**src/rtl/i_memory_prog.sv**
```systemverilog
`default_nettype none
// ============================================================================
//  Module   : i_memory_prog
//  Purpose  : Writable instruction store for the core's fetch stage.
//             Fetches use a valid/ready request/response handshake with a
//             registered one-cycle read latency. The response holds while it
//             is stalled. A program-load port fills the array at run time,
//             and a same-cycle write to the fetched address bypasses to the
//             response. Fetches at or beyond DEPTH return NOP_WORD and raise
//             rsp_err. flush drops the pending or arriving response.
//  Revision : 1.0  initial release
// ----------------------------------------------------------------------------
//  Ports
//    clk          in   1       rising-edge clock
//    rst_n        in   1       asynchronous active-low reset
//    wr_en        in   1       program-load write strobe
//    wr_addr      in   ADDR_W  program-load address
//    wr_data      in   DATA_W  program-load data
//    req_valid    in   1       fetch request valid
//    req_ready    out  1       fetch request can be accepted this cycle
//    req_addr     in   ADDR_W  fetch address (pc)
//    rsp_valid    out  1       instruction valid
//    rsp_ready    in   1       fetch stage accepts the instruction
//    instruction  out  DATA_W  fetched word
//    rsp_addr     out  ADDR_W  address of the fetched word
//    rsp_err      out  1       fetch address was >= DEPTH
//    flush        in   1       discard the pending or arriving response
//    fetch_cnt    out  16      count of delivered responses (wraps)
// ============================================================================
module i_memory_prog #(
    parameter int                DATA_W   = 16,
    parameter int                ADDR_W   = 4,
    parameter int                DEPTH    = 16,
    parameter logic [DATA_W-1:0] NOP_WORD = '0
) (
    input  logic              clk,
    input  logic              rst_n,
    input  logic              wr_en,
    input  logic [ADDR_W-1:0] wr_addr,
    input  logic [DATA_W-1:0] wr_data,
    input  logic              req_valid,
    output logic              req_ready,
    input  logic [ADDR_W-1:0] req_addr,
    output logic              rsp_valid,
    input  logic              rsp_ready,
    output logic [DATA_W-1:0] instruction,
    output logic [ADDR_W-1:0] rsp_addr,
    output logic              rsp_err,
    input  logic              flush,
    output logic [15:0]       fetch_cnt
);

    // The array spans the whole address space so that every index is
    // exactly ADDR_W bits wide. Rows at or beyond DEPTH are never written
    // or read, so synthesis trims them.
    localparam int              c_SLOTS = 1 << ADDR_W;

    // DEPTH may equal 2**ADDR_W, which needs one extra bit. Addresses are
    // zero-extended to this width, so the range check is unsigned and never
    // truncated.
    localparam logic [ADDR_W:0] c_DEPTH = (ADDR_W + 1)'(DEPTH);

    logic [DATA_W-1:0] r_mem [0:c_SLOTS-1];

    logic              r_rsp_valid;
    logic [DATA_W-1:0] r_instruction;
    logic [ADDR_W-1:0] r_rsp_addr;
    logic              r_rsp_err;
    logic [15:0]       r_fetch_cnt;

    logic              w_wr_in_range;
    logic              w_req_in_range;
    logic              w_req_ready;
    logic              w_accept;
    logic              w_consume;
    logic [DATA_W-1:0] w_rd_word;
    logic              w_rd_err;

    assign w_wr_in_range  = ({1'b0, wr_addr}  < c_DEPTH);
    assign w_req_in_range = ({1'b0, req_addr} < c_DEPTH);

    // Readiness depends only on the output register, never on req_valid.
    // This keeps the handshake free of combinational loops.
    assign w_req_ready = !r_rsp_valid || rsp_ready;
    assign w_accept    = req_valid && w_req_ready && !flush;
    assign w_consume   = r_rsp_valid && rsp_ready;

    // Word selected for an accepted request. A same-cycle write to the
    // fetched address wins over the array (write-first). Equal addresses
    // with an in-range req_addr imply an in-range wr_addr, so the write
    // itself also lands.
    always_comb begin
        w_rd_word = NOP_WORD;
        w_rd_err  = 1'b1;
        if (w_req_in_range) begin
            w_rd_err = 1'b0;
            if (wr_en && (wr_addr == req_addr)) begin
                w_rd_word = wr_data;
            end else begin
                w_rd_word = r_mem[req_addr];
            end
        end
    end

    // Program-load port. The array has no reset, so its contents survive
    // rst_n. Writes go through whatever the handshake or reset is doing.
    always_ff @(posedge clk) begin
        if (wr_en && w_wr_in_range) begin
            r_mem[wr_addr] <= wr_data;
        end
    end

    // Response register. flush outranks both a new acceptance and a
    // consumption. When flush is high, w_accept is already low, so only
    // rsp_valid is cleared and the payload keeps its last value.
    always_ff @(posedge clk or negedge rst_n) begin
        if (!rst_n) begin
            r_rsp_valid   <= 1'b0;
            r_instruction <= '0;
            r_rsp_addr    <= '0;
            r_rsp_err     <= 1'b0;
        end else if (flush) begin
            r_rsp_valid   <= 1'b0;
        end else if (w_accept) begin
            r_rsp_valid   <= 1'b1;
            r_instruction <= w_rd_word;
            r_rsp_addr    <= req_addr;
            r_rsp_err     <= w_rd_err;
        end else if (w_consume) begin
            r_rsp_valid   <= 1'b0;
        end
    end

    // A response only counts as delivered if it is not flushed in the
    // same cycle.
    always_ff @(posedge clk or negedge rst_n) begin
        if (!rst_n) begin
            r_fetch_cnt <= '0;
        end else if (w_consume && !flush) begin
            r_fetch_cnt <= r_fetch_cnt + 16'd1;
        end
    end

    assign req_ready   = w_req_ready;
    assign rsp_valid   = r_rsp_valid;
    assign instruction = r_instruction;
    assign rsp_addr    = r_rsp_addr;
    assign rsp_err     = r_rsp_err;
    assign fetch_cnt   = r_fetch_cnt;

endmodule
`default_nettype wire
```
**config.mk**
```make
export PLATFORM = sky130hd
export DESIGN_NAME = i_memory_prog
export DESIGN_NICKNAME = d
export VERILOG_FILES = /design/src/rtl/i_memory_prog.sv
export SDC_FILE = /design/constraint.sdc
export NUM_CORES = 1
export LEC_CHECK = 0
export CORE_AREA = 5 5 179 181
export CTS_BUF_LIST = sky130_fd_sc_hd__clkbuf_4 sky130_fd_sc_hd__clkbuf_8
export DETAILED_ROUTE_END_ITERATION = 8
export DIE_AREA = 0 0 184 186
export SLEW_MARGIN = 20
export SYNTH_ARGS = -nofsm -noshare
export SYNTH_HDL_FRONTEND = slang
export SYNTH_SLANG_ARGS = --single-unit
```
**constraint.sdc**
```tcl
create_clock -name clk -period 4.3 [get_ports clk]
set_input_delay 0.43 -clock clk [delete_from_list [all_inputs] [get_ports clk]]
set_output_delay 0.43 -clock clk [all_outputs]
set_load 0.02 [all_outputs]
```
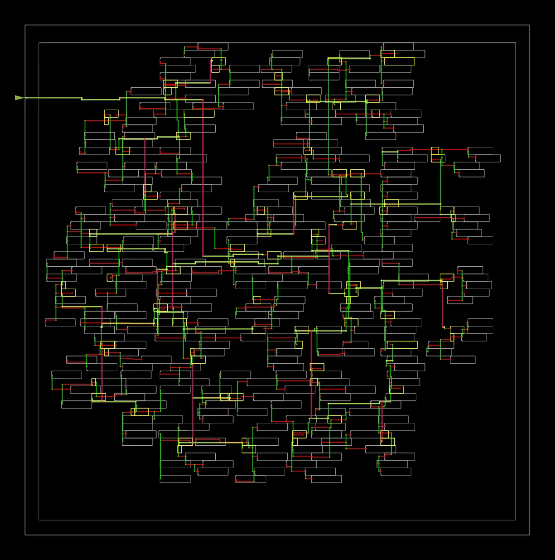
*The clock network, run 1*
Clock group: 2470 uW
worst clock skew on the final layout: 25.6 ps
CTS sink count: 293
number of clock buffers inserted by TritonCTS: 48

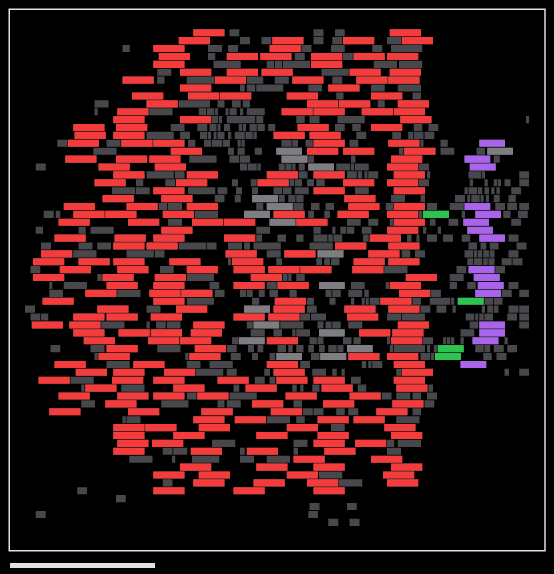
*Sequential cells coloured by netlist name, run 1*
Scale bar: 50 um. Other sequential cells in the stronger grey, the rest of the logic in the fainter grey.
netlist name	colour	sequential cells
rsp_addr	green	4
fetch_cnt	purple	16
r_mem	red	256

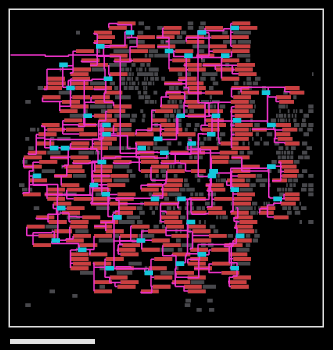
*Clock wires, drivers and flops, run 1*
Scale bar: 50 um.
[flip-flops] red | count: 293
[cells driving clock nets] cyan | count: 48
[clock wires] magenta | length: 3,480 um
routed clock nets	49
proportion of power drawn by the clock network: 0.390
Worst-Skew Late Latency: 560 ps

==> reports/writeup.txt, run 1 <==
The flow ran to the end, and the final reports show no timing, DRC or antenna violations. The number of cells on the worst reg-to-reg path is 5. Busiest layer in global routing: met2. STA classifies the critical path endpoint as an output port. With the worst vdd rail ir drop at 0.175 mV, the ratio of total power to cell area is 454 nW/um^2. Entering global routing, the biggest net connects 65 pins. The run gives 0 ps for the post-route setup TNS. The tree is rooted in a sky130_fd_sc_hd__clkbuf_8. Across the whole layout, storage elements account for 8610 sq um. The clock transition time at the flip-flop clock pins of the worst setup and hold paths is 60 ps, and the share of synthesized registers carrying an async set or reset is 0.126.

The number of global-route vias before repair is 6,537. The met3 routed wirelength is 1.82 mm, and the number of nets with antenna violations after detailed routing is 0. The kind of start point of the critical path is a flip-flop.

According to the floorplan report, the die height is 186 um. Excluding fillers, the count of instances in the completed layout stands at 1,171. The yosys stat cell total was 636. The share of final-layout standard cells stronger than drive strength 1 was 0.182; the arrival time of the worst setup path was 1960 ps. The run gives 0.303 for the max-slew headroom at the worst pin. The main area contributors are sky130_fd_sc_hd__edfxtp_1, sky130_fd_sc_hd__dfrtp_1, sky130_fd_sc_hd__mux4_2, sky130_fd_sc_hd__mux4_1, sky130_fd_sc_hd__mux2i_1.

Non-clock buffer area fraction after layout: 0.0606. For the area of all placed cells without fillers, the log shows 13,900 sq um. The synthesized design contains 256 enable-type register cells. The number of logic inverters in the finished layout was 1; the register-to-register path setup slack was 2150 ps. After synthesis, the most frequently instantiated cells are sky130_fd_sc_hd__edfxtp_1, sky130_fd_sc_hd__mux2i_1, sky130_fd_sc_hd__nand2_1, sky130_fd_sc_hd__dfrtp_1, sky130_fd_sc_hd__mux4_2. The tools report the met1 global-route usage as 0.211. Cell area after synthesis: 11,800 sq um. The repair_antennas step left the layout with diodes totalling 0. Buffers placed on the I/O ports in this run total 67. Counting the clock-network buffers in the layout gives 69.

Core footprint: 30,300 sq um. In the final report, the number of endpoints failing setup comes to 0. Setup repair after global routing left no endpoint under its margin. The largest fanout on the critical path was 20. The leakage power in the latest report is 0.00477 uW.

Per the detail_route log, the uppermost layer with routed signals is met4. The count of plain and timing-repair buffers was 90; the final global-route overflow total was 0. The mean cell area of the mapped netlist came out at 18.6 sq um. The clock passes through at most 3 buffers. The start point of the worst min-delay path is req_addr[0].

The timing report shows that the slowest cell on the worst path is sky130_fd_sc_hd__clkdlybuf4s50_1. In this run the count of I/O pins placed on the die edge is 69. The run gives 768 as the layout net count.

The critical path data required time is 3870 ps. TritonCTS built the clock tree. The full die area came out at 34,200 sq um. The detail-routed net length per standard cell is 22.5 um, and the initial standard-cell utilization of the core is 0.391. In the post-route report, total wirelength is listed as 26.3 mm. Looking at the max-slew report, the worst-margin pin has a slew of 1050 ps. Class of the most critical setup path: reg2out. Including well taps, the total number of placed cells is 1,082. Before antenna repair, the detailed router went through 5 iterations.

The launching point of the worst reg2reg path is rsp_valid$_DFFE_PN0P_. Die span in x: 184 um. The kind of cell with the highest combined delay along the critical path is buffers and inverters.

The area taken by multi-input combinational cells is reported as 2970 sq um. The number of fill cells is 2,592. The global-route wire length before repair came out at 39.8 mm.

The class occupying the most area after layout is reported as registers. The number of rows in the core area was 64; the met3 routing resource usage after global routing was 0.0313. Initial antenna violation count: 0. The library cells used most frequently in the layout, excluding fill and tap cells, are sky130_fd_sc_hd__edfxtp_1, sky130_fd_sc_hd__clkdlybuf4s50_1, sky130_fd_sc_hd__clkbuf_8.

The run gives 0.153 for the global router's overall resource usage. The layout contains a multi-input combinational cell count of 303. Counting only logic cells after layout, the most numerous master is sky130_fd_sc_hd__edfxtp_1. The share of the core filled with cells in the final layout came out at 0.460.

The final weighted congestion in routability-driven placement was 0.805. The run gives 470 for the number of violations reported at the end of detailed-routing iteration 0. After synthesis, the netlist uses 41 different library cells. The most used standard cell by instance count after synthesis is sky130_fd_sc_hd__edfxtp_1. With the post-place instance area at 12,900 sq um, the cell resize tally after clock tree synthesis is 0. The run gives 396 for the total number of tap cells.

The final route contains 6,248 vias. The run gives 0.619 for the register fraction of the total cell area. With the count of warning messages emitted by the tools at 26, the met2 wire length is 12.5 mm. The flow measured a signed area growth from synthesis to layout of 17.5%. Per the final report, max-transition violations number 0.
-- run 1: report_power, final --
group / internal [uW] / switching (uW) / leakage, uW / total (uW)
clock network: 1430 / 1040 / 0.000527 / 2470
registers: 3200 / 72.7 / 0.00277 / 3270
logic: 259 / 323 / 0.00148 / 581
total: 4890 / 1430 / 0.00477 / 6320
-- run 1: flip-flops by register name, summed over array words and instances (netlist names) --
signal / count
instruction: 16
rsp_addr: 4
r_mem: 256
fetch_cnt: 16
rsp_valid: 1
-- run 1: worst reg2reg max path, delay by kind of cell, from the launching register on --
family | cells | cell delay (ps)
buf+inv | 1 | 210
flops | 1 | 410
compound gates | 2 | 500
simple gates | 2 | 900
-- run 1: through the flow --
stage	total power, uW	hold slack (ps)	setup slack, ps
after CTS	6400	370	1860
after detailed placement	3920	463	1420
after global placement	3910	462	1590
final	6320	394	1910
after global routing	6590	400	1790
after floorplan	3640	134	1810
-- run 1: cells by family after synthesis --
family,count (synthesis),synth area share
DFF,293,0.727
other,1,0.000317
buffers and inverters,40,0.0238
AOI/OAI and AO/OA,58,0.0391
and+or+nand+nor,128,0.0543
adders and majority gates,1,0.00106
muxes,96,0.138
xor gates and xnor gates,19,0.0163
-- run 1: how the worst max path moves through the flow --
stage / endpoint / slack [ps] / depth (start not counted)
finish: req_ready / 1910 / 4
global route: req_ready / 1790 / 4
floorplan: r_mem[0][0]$_DFFE_PP_ / 1810 / 2
CTS: req_ready / 1860 / 4
global placement: instruction[5]$_DFFE_PN0P_ / 1590 / 5
detailed placement: instruction[0]$_DFFE_PN0P_ / 1420 / 5
-- run 1: what timing repair did --
item | CTS | global route
endpoints found under the hold margin | 3 | 0
endpoints found under the setup margin | 0 | 0
hold buffers | 1 | 0
==> inputs of run 2 (changes only) <==
Clock period 4.3 ns to 2.3 ns, I/O delays scaled along.
==> reports/writeup.txt, run 2 <==
The mean cell area of the mapped netlist was 18.6 sq um. For the completed layout, the total cell area is recorded as 14,200 sq um. The die is 184 um wide. The run gives 6,610 for the number of global-route vias before repair. Before any placement, the netlist area is recorded as 11,800 sq um.

The flow ran to the end, and the final reports show no timing, DRC or antenna violations. The number of library cell types mapped by synthesis is 41. The library cells used most frequently in the layout, excluding fill and tap cells, are sky130_fd_sc_hd__edfxtp_1, sky130_fd_sc_hd__clkdlybuf4s50_1, sky130_fd_sc_hd__clkbuf_8. The final layout contains routed wiring with a total length of 27.4 mm. The met1 global-route usage was 0.226. TritonCTS built the clock tree. The setup slack at placement came out at 242 ps.

With the TritonCTS buffer count at 48, the critical path data required time is 2070 ps. The post-place instance area was 13,300 sq um. The power share of the sequential group came out at 0.530.

r_mem holds more flip-flops than any other register. The run gives 0 for the initial antenna violation count. The die covers 34,200 sq um. The global router's overall resource usage was 0.161; the core footprint was 30,300 sq um. The first global-routing pass estimated 41.3 mm of wire. The clock transition time at the flip-flop clock pins of the worst setup and hold paths is 60 ps, and the initial standard-cell utilization of the core is 0.391. The number of warnings reported in the stage logs is 26. The count of placed standard cells in the final layout, fillers left out came out at 1,196.

sky130_fd_sc_hd__edfxtp_1 is the most common cell in the netlist. The detailed router placed 6,341 vias in this run. The run gives 800 as the layout net count.

The synthesized netlist was found by Yosys to have 636 cells. Setup repair after global routing left no endpoint under its margin. The type of destination of the critical path is an output port. The commonest cells after synthesis are sky130_fd_sc_hd__edfxtp_1, sky130_fd_sc_hd__mux2i_1, sky130_fd_sc_hd__nand2_1, sky130_fd_sc_hd__dfrtp_1, sky130_fd_sc_hd__mux4_2.

Detailed-route iteration 0 reported a violation count of 417. The clock drives 293 sinks. The number of buffers on the longest clock path was 3; the switching portion of total power was 0.232. The post-route setup TNS is 0 ps, and the share of final-layout standard cells stronger than drive strength 1 is 0.214. The worst vdd rail ir drop came out at 0.336 mV. Per the timing report, the most critical flop-to-flop path originates at rsp_valid$_DFFE_PN0P_. The tools report the final global-route overflow total as 0. The ratio of total power to cell area was 810 nW/um^2.

For this design the total switching power over the nets is 2670 uW. The die height is 186 um. For the met3 routing resource usage after global routing, the log shows 0.0365.

Share of synthesized registers carrying an async set or reset: 0.126. The slowest stage cell on the critical path is sky130_fd_sc_hd__clkdlybuf4s50_1. For this design the top-level I/O count stands at 69. The internal power summed over all cells is 8850 uW.
[run 2: cell counts after synthesis]
Identical to the previous run, type by type.
[run 2: layout make-up]
class / instances / area [sq um]
timing repair buffer: 122 / 1230
clock buffer: 67 / 841
clock inverter: 14 / 65.1
fill: 2551 / 16000
sequential: 293 / 8610
tap: 396 / 495
multi-input combinational: 303 / 2970
inverter: 1 / 3.75
[run 2: power by group through the flow]
stage	Clock (uW)	Sequential, uW	Combinational, uW
6_report	4260	6100	1160
5_1_grt	4650	6120	1240
4_1_cts	4370	6110	1170
3_5_place_dp	0	6210	1170
3_3_place_gp	0	6200	1140
2_1_floorplan	0	6290	505
[run 2: worst max-delay path by stage]
stage / endpoint / cells past startpoint
after floorplan: r_mem[0][0]$_DFFE_PP_ / 2
after global placement: instruction[6]$_DFFE_PN0P_ / 6
after detailed placement: r_mem[2][11]$_DFFE_PP_ / 4
after CTS: req_ready / 3
after global routing: req_ready / 3
final: req_ready / 3
[run 2: cells by family (layout without fill, tap and decap cells)]
kind of cell / after synthesis / in the layout / share of synthesized area
compound gates: 58 / 58 / 0.0391
xor+xnor: 19 / 19 / 0.0163
fa+ha+maj: 1 / 1 / 0.00106
buf+inv: 40 / 204 / 0.0238
flops: 293 / 293 / 0.727
mux: 96 / 96 / 0.138
other cells: 1 / 1 / 0.000317
simple gates: 128 / 128 / 0.0543
[run 2: per-layer routing]
layer | routed length (um) | share of wire | up-vias
met5 | 0 | 0 | -
met4 | 410 | 0.015 | 0
met3 | 2100 | 0.077 | 32
met2 | 13000 | 0.48 | 256
met1 | 11800 | 0.43 | 3228
li1 | - | - | 2825
[run 2: repair_timing]
item,CTS,global route
hold buffers,1,0
endpoints found under the hold margin,37,0
setup buffers,0,0
resized,0,0
endpoints found under the setup margin,0,0
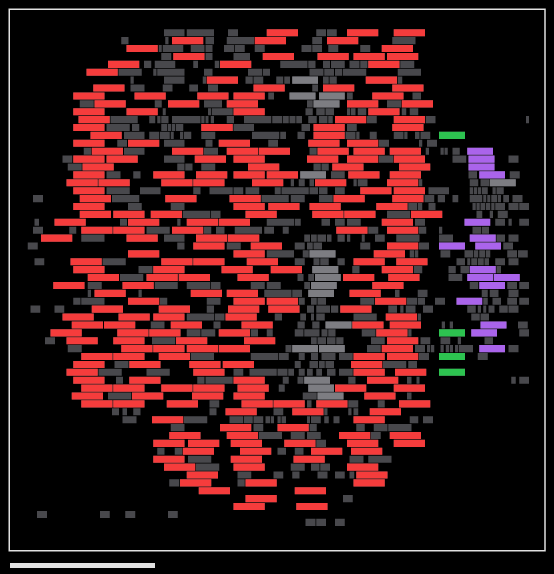
*Sequential cells coloured by netlist name, run 2*
Scale bar: 50 um. Other sequential cells in the stronger grey, the rest of the logic in the fainter grey.
netlist name	colour	sequential cells
rsp_addr	green	4
r_mem	red	256
fetch_cnt	purple	16
not coloured	17
register fraction of the total cell area: 0.606
power of the sequential group: 6100 uW

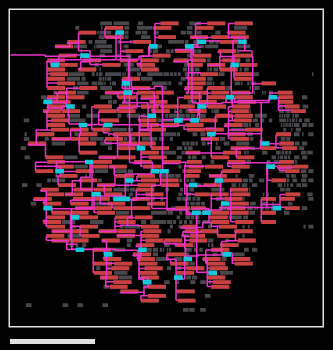
*Clock wires, drivers and flops, run 2*
Scale bar: 50 um.
[clock wires] magenta | length: 3,520 um
[cells driving clock nets] cyan | count: 48
[flip-flops] red | count: 293
routed clock nets	49

==> inputs of run 3 (changes only) <==
Settings changed: MAX_ROUTING_LAYER from default to met4.
==> reports/writeup.txt, run 3 <==
The tools report the cts-stage hold buffer count as 1. For this design the static power due to leakage is 0.00492 uW. Final worst slack: 164 ps.

Sorting the synthesized cells by area gives the leading types as sky130_fd_sc_hd__edfxtp_1, sky130_fd_sc_hd__dfrtp_1, sky130_fd_sc_hd__mux4_2, sky130_fd_sc_hd__mux4_1, sky130_fd_sc_hd__mux2i_1. The critical path ends at req_ready. For the arrival time of the worst setup path, the log shows 1910 ps. The run gives 11,800 sq um for the cell area after synthesis. The startpoint identified for the worst register-to-register timing path is rsp_valid$_DFFE_PN0P_. The run gives 256 for the flip-flop count of the largest register, all copies and words added. Setup repair after global routing left no endpoint under its margin. The repair_antennas step left the layout with diodes totalling 0. The number of setup buffers added after CTS is 0.

The class of the most critical setup path was reg2out. The critical path endpoint has a required time of 2070 ps. The run gives 0.0340 as the met3 routing resource usage after global routing. The core footprint is 30,300 sq um. Gates resized during post-CTS repair numbered 0. Per the post-route antenna check, the number of violating nets is 0. At the placement stage, the worst setup path has a slack of 242 ps. Yosys stat counts 636 cells in the synthesized netlist. Counting distinct cell types in the post-synthesis netlist gives 41. The full die area was 34,200 sq um.

After synthesis, the most frequently instantiated cells are sky130_fd_sc_hd__edfxtp_1, sky130_fd_sc_hd__mux2i_1, sky130_fd_sc_hd__nand2_1, sky130_fd_sc_hd__dfrtp_1, sky130_fd_sc_hd__mux4_2. The met3 routed wirelength was 1.74 mm. The run finished with clean final reports. The post-synth count of flops with an enable pin is 256.

The first global-routing pass estimated 41.2 mm of wire. TritonCTS built the clock tree. The number of violations reported at the end of detailed-routing iteration 0 is 386. Detailed placement reports a standard cell area of 13,300 sq um. The clock arrives with 10.6 ps of skew. The run gives 6,309 for the number of vias after detailed routing. The pin count of the biggest net entering global routing came out at 38. From synthesis to final layout, the design area changed by 20.1%. The worst register-to-register path has a depth of 4. The run gives 14,200 sq um for the area of all placed cells without fillers. The most common library cell in the layout ignoring fill and taps was sky130_fd_sc_hd__edfxtp_1.

Ranking logic cells in the layout by count gives the top entries sky130_fd_sc_hd__edfxtp_1, sky130_fd_sc_hd__clkdlybuf4s50_1, sky130_fd_sc_hd__clkbuf_8. The largest register by flop count was r_mem. Excluding fillers, the count of instances in the completed layout stands at 1,196. The TritonCTS sink count is 293, and the ratio of total power to cell area is 810 nW/um^2.

For the insertion delay of the later-clocked pin in the worst-skew pair, the log shows 550 ps. Initial antenna violation count: 0. The run gives 0.126 for the share of synthesized registers carrying an async set or reset.
[run 3: cell counts after synthesis]
No cell type changed its count.
[run 3: kinds of logic after synthesis]
kind of cell,count (synthesis),share of synthesized area
multiplexers,96,0.138
other,1,0.000317
XOR/XNOR,19,0.0163
adder cells (fa/ha/maj),1,0.00106
buffers and inverters,40,0.0238
flip-flops,293,0.727
AND/OR/NAND/NOR,128,0.0543
AND-OR/OR-AND,58,0.0391
[run 3: worst register-to-register path, cell delays in order (launching register included)]
cell and delay, ps:
sky130_fd_sc_hd__dfrtp_1 400, sky130_fd_sc_hd__nor2b_1 190, sky130_fd_sc_hd__or2_1 490, sky130_fd_sc_hd__o41ai_1 490, sky130_fd_sc_hd__a31oi_1 70
[run 3: power by group]
group	switching [uW]	total, uW	internal [uW]	leakage [uW]
sequential	123	6100	5980	0.00277
combinational	630	1160	528	0.00167
clock	1930	4270	2340	0.000477
[run 3: worst min-delay path by stage]
stage / end / slack [ps] / cells after the start
floorplan: fetch_cnt[0]$_DFFE_PN0P_ / -70 / 0
global placement: rsp_addr[3]$_DFFE_PN0P_ / 370 / 1
detailed placement: fetch_cnt[8]$_DFFE_PN0P_ / 390 / 1
CTS: rsp_addr[0]$_DFFE_PN0P_ / 170 / 4
global route: rsp_addr[0]$_DFFE_PN0P_ / 220 / 4
finish: rsp_addr[0]$_DFFE_PN0P_ / 240 / 4
[run 3: cell type report]
| cell class | count | area [sq um] |
|---|---|---|
| multi-input cells | 303 | 2970 |
| flip-flops and latches | 293 | 8610 |
| repair buffers | 122 | 1230 |
| inverters | 1 | 3.75 |
| well taps | 396 | 495 |
| clock buffers | 67 | 841 |
| clock inverters | 14 | 65.1 |
| fillers | 2551 | 16000 |
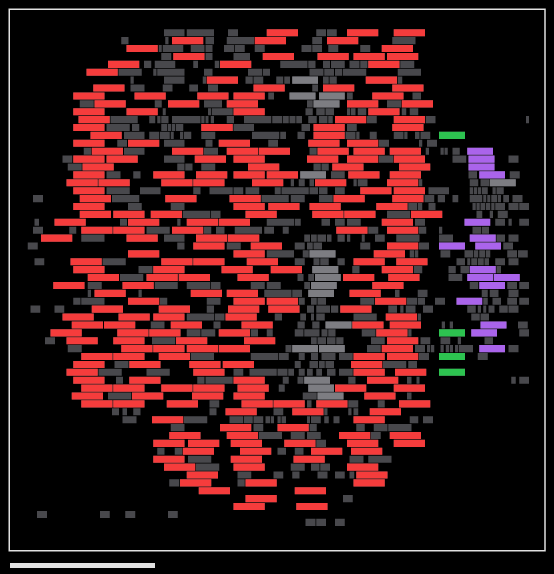
*Sequential cells coloured by netlist name, run 3*
Scale bar: 50 um. Other sequential cells in the stronger grey, the rest of the logic in the fainter grey.
netlist name	colour	sequential cells
r_mem	red	256
rsp_addr	green	4
fetch_cnt	purple	16
Post-Route Utilization: 0.470
register area: 8610 sq um

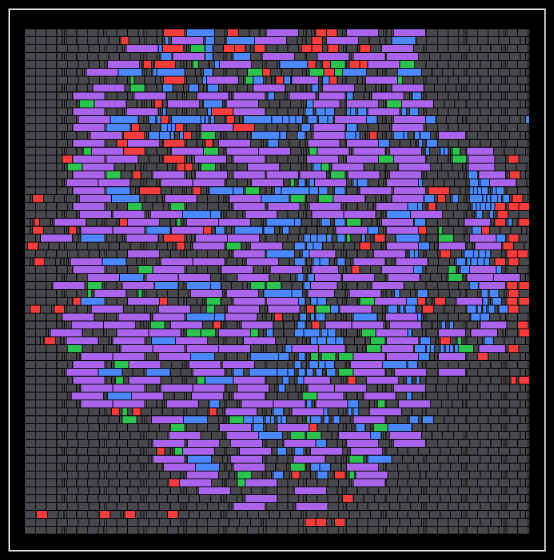
*Placement by cell class, run 3*
Fill, decap, tap and diode cells in grey.
class	colour	cells	share of their area
other buffers and delay cells	red	122	9.0%
all other logic	blue	304	22%
clock drivers and dummy loads	green	81	6.6%
flip-flops	purple	293	63%

Power and IR drop assume default switching activity.
